<file path="src/rtl/uart_bus_arbiter.sv">
// Two-requester round-robin arbiter in front of the UART peripheral's single MMIO port.
// Serialises whole transactions and flags ones that outlive the watchdog bound.
module uart_bus_arbiter #(
   parameter int unsigned TIMEOUT_CYCLES = 1048576
) (
   input  logic        clk,
   input  logic        reset,
   input  logic        m0_read_i,
   input  logic        m0_write_i,
   input  logic [31:0] m0_address_i,
   input  logic [31:0] m0_write_data_i,
   output logic [31:0] m0_read_data_o,
   output logic        m0_response_o,
   input  logic        m1_read_i,
   input  logic        m1_write_i,
   input  logic [31:0] m1_address_i,
   input  logic [31:0] m1_write_data_i,
   output logic [31:0] m1_read_data_o,
   output logic        m1_response_o,
   output logic        uart_read_o,
   output logic        uart_write_o,
   output logic [31:0] uart_address_o,
   output logic [31:0] uart_write_data_o,
   input  logic [31:0] uart_read_data_i,
   input  logic        uart_response_i,
   output logic [1:0]  grant_o,
   output logic        busy_o,
   output logic        timeout_err_o
);

   typedef enum logic [1:0] {S_IDLE, S_ISSUE, S_WAIT, S_DONE} state_e;

   state_e      state_q;
   logic        last_q;
   logic [1:0]  grant_q;
   logic [31:0] addr_q, wdata_q;
   logic        rd_stb_q, wr_stb_q;
   logic [31:0] m0_rdata_q, m1_rdata_q;
   logic        m0_resp_q, m1_resp_q;
   logic [31:0] cnt_q;
   logic        timeout_q;

   logic        req0, req1, win1, sel_write;
   logic [31:0] cnt_d;
   logic        wd_hit;

   assign req0 = m0_read_i | m0_write_i;
   assign req1 = m1_read_i | m1_write_i;
   // On contention the requester that did not win last time takes it.
   assign win1 = req1 & (~req0 | ~last_q);
   assign sel_write = win1 ? m1_write_i : m0_write_i;

   assign cnt_d  = (cnt_q == 32'hFFFF_FFFF) ? cnt_q : cnt_q + 32'd1;
   assign wd_hit = (TIMEOUT_CYCLES != 0) && (cnt_d >= 32'(TIMEOUT_CYCLES));

   always_ff @(posedge clk) begin
      if (reset) begin
         state_q    <= S_IDLE;
         last_q     <= 1'b1;
         grant_q    <= 2'b00;
         addr_q     <= '0;
         wdata_q    <= '0;
         rd_stb_q   <= 1'b0;
         wr_stb_q   <= 1'b0;
         m0_rdata_q <= '0;
         m1_rdata_q <= '0;
         m0_resp_q  <= 1'b0;
         m1_resp_q  <= 1'b0;
         cnt_q      <= '0;
         timeout_q  <= 1'b0;
      end else begin
         rd_stb_q  <= 1'b0;
         wr_stb_q  <= 1'b0;
         m0_resp_q <= 1'b0;
         m1_resp_q <= 1'b0;
         case (state_q)
            S_IDLE: begin
               if (req0 | req1) begin
                  last_q   <= win1;
                  grant_q  <= win1 ? 2'b10 : 2'b01;
                  addr_q   <= win1 ? m1_address_i : m0_address_i;
                  wdata_q  <= win1 ? m1_write_data_i : m0_write_data_i;
                  // Strobe is registered here so it is high for exactly the ISSUE cycle.
                  wr_stb_q <= sel_write;
                  rd_stb_q <= ~sel_write;
                  state_q  <= S_ISSUE;
               end
            end
            S_ISSUE: begin
               cnt_q   <= '0;
               state_q <= S_WAIT;
            end
            S_WAIT: begin
               cnt_q <= cnt_d;
               if (wd_hit) timeout_q <= 1'b1;
               if (uart_response_i) begin
                  if (grant_q[1]) begin
                     m1_rdata_q <= uart_read_data_i;
                     m1_resp_q  <= 1'b1;
                  end else begin
                     m0_rdata_q <= uart_read_data_i;
                     m0_resp_q  <= 1'b1;
                  end
                  state_q <= S_DONE;
               end
            end
            S_DONE: begin
               grant_q <= 2'b00;
               state_q <= S_IDLE;
            end
            default: begin
               grant_q <= 2'b00;
               state_q <= S_IDLE;
            end
         endcase
      end
   end

   assign m0_read_data_o    = m0_rdata_q;
   assign m1_read_data_o    = m1_rdata_q;
   assign m0_response_o     = m0_resp_q;
   assign m1_response_o     = m1_resp_q;
   assign uart_read_o       = rd_stb_q;
   assign uart_write_o      = wr_stb_q;
   assign uart_address_o    = addr_q;
   assign uart_write_data_o = wdata_q;
   assign grant_o           = grant_q;
   assign busy_o            = (state_q != S_IDLE);
   assign timeout_err_o     = timeout_q;

endmodule

</file>
<file path="config.mk">
export PLATFORM = sky130hd
export DESIGN_NAME = uart_bus_arbiter
export DESIGN_NICKNAME = d
export VERILOG_FILES = /design/src/rtl/uart_bus_arbiter.sv
export SDC_FILE = /design/constraint.sdc
export NUM_CORES = 1
export LEC_CHECK = 0
export CAP_MARGIN = 20
export CORE_AREA = 3 3 115 117
export CTS_CLUSTER_SIZE = 24
export DETAILED_ROUTE_END_ITERATION = 12
export DIE_AREA = 0 0 118 120
export DONT_BUFFER_PORTS = 1
export PLACE_DENSITY = 0.73
export SETUP_SLACK_MARGIN = 0.2
export SYNTH_ARGS = -nofsm -noshare
export SYNTH_HDL_FRONTEND = slang
export SYNTH_SLANG_ARGS = --single-unit
</file>
<file path="constraint.sdc">
create_clock -name clk -period 5.95 [get_ports clk]
set_input_delay 0.8925 -clock clk [delete_from_list [all_inputs] [get_ports clk]]
set_output_delay 0.8925 -clock clk [all_outputs]
set_load 0.05 [all_outputs]
</file>
==> images/metal_density.png <==
24 x 24 tiles, from black (low) to pale yellow (high), scaled to the fullest tile. Values are wire area over tile area, all layers added.
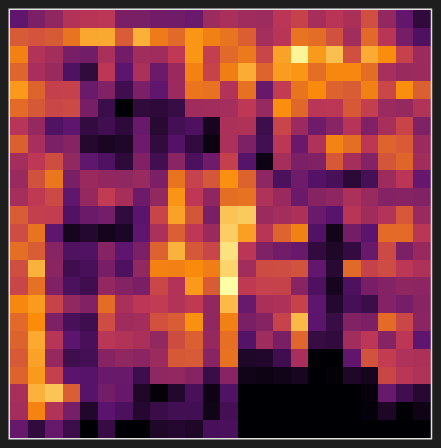
6.4% of the tiles are nearly empty. The fullest tile reaches 0.65. 32% of the tiles are over half the peak.

==> images/wires.png <==
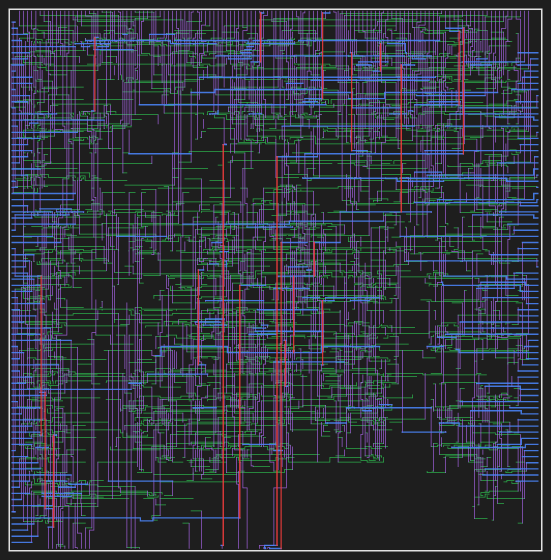
metal 3: marked blue, wire length 2310 um. metal 1: marked green, wire length 8280 um. metal 4: marked red, wire length 598 um. metal 2: marked purple, wire length 10500 um.

==> metrics.yaml <==
run_status: "finished, final reports clean"
ys_async_sr_fraction_pct: 0
worstMarginPinSlew_ns: 1.02
clock_tree.root_cell: "sky130_fd_sc_hd__clkbuf_16"
clk-insertion-delay-late_ns: 0.43
number_of_h_tree_levels: 4
worst_ep_required_time_ns: 6.27
die_h_um: 120
drt-initial-drc-count: 949
finish.utilization_pct: 61.6
synthMuxAreaShare_pct: 0.423
drc: 0
dieArea_um2: 14200
core.rowCount: 41
cts_sinks: 170
grt_pass1_wl_um: 32400
gr_usage_total_pct: 28.9
grt_setup_unrepaired: "false"
routed-via-count: 6567
timing_max_transition_violations_final: 0
portion_of_synthesized_cell_area_occupied_by_the_leading_cell_type_pct: 47.9
wirelength_um: 21700
finalClockPeriodUsage_pct: 48.6
placedCellCount: 950
delay_of_the_slowest_cell_on_the_worst_path_ns: 0.70
postSynthRegisterBits: 170
cts.clk_slew.worst_paths_ns: 0.06
core_utilization_at_floorplan_pct: 57.0
cts-buffers-inserted: 17
tritoncts_clock_tree: "yes"
area.growth.synth_to_final_pct: 8.20
crit_path_start_kind: "flip-flop"
post-place-ws_ns: 3.04
crit_buf_inv: 0
synth_nets: 1019
## layer usage
metal	GRT usage, %	part of all wire (%)
met4	10.4	2.7
met1	35.3	38
met3	10.3	11
met2	47.4	49
met5	0	0
## sequential cells by signal, indices dropped and copies added, names as in the netlist
register / count
state_q: 2
uart_read_o: 1
m0_read_data_o: 32
uart_write_o: 1
timeout_err_o: 1
cnt_q: 32
uart_address_o: 32
m1_response_o: 1
m0_response_o: 1
last_q: 1
m1_read_data_o: 32
grant_o: 2
uart_write_data_o: 32
## power by group
part | internal (mW) | switching, mW | total, mW | leakage, nW
sequential | 1.32 | 0.752 | 2.07 | 1.38
clock | 0.585 | 0.474 | 1.06 | 0.276
combinational | 0.281 | 0.520 | 0.801 | 0.978
total | 2.18 | 1.75 | 3.93 | 2.64
## final cells by class
| cell class | count | area, um^2 | share of cell area, % |
|---|---|---|---|
| clock inverter | 14 | 140 | 1.82 |
| inverter | 11 | 41.3 | 0.538 |
| tap | 172 | 215 | 2.80 |
| timing repair buffer | 8 | 91.3 | 1.19 |
| clock buffer | 18 | 429 | 5.59 |
| sequential | 170 | 3400 | 44.3 |
| multi-input combinational | 592 | 3360 | 43.8 |
## worst paths after layout
check,startpoint,end,slack (ns),cells past startpoint
worst min-delay path,cnt_q[4],cnt_q[4],0.52,2
worst max register to register,cnt_q[0],timeout_err_o,3.06,7
worst min register to register,cnt_q[4],cnt_q[4],0.52,2
worst max-delay path,cnt_q[0],timeout_err_o,3.06,7
Power figures rest on the tool's default switching activity, not on a simulated workload.
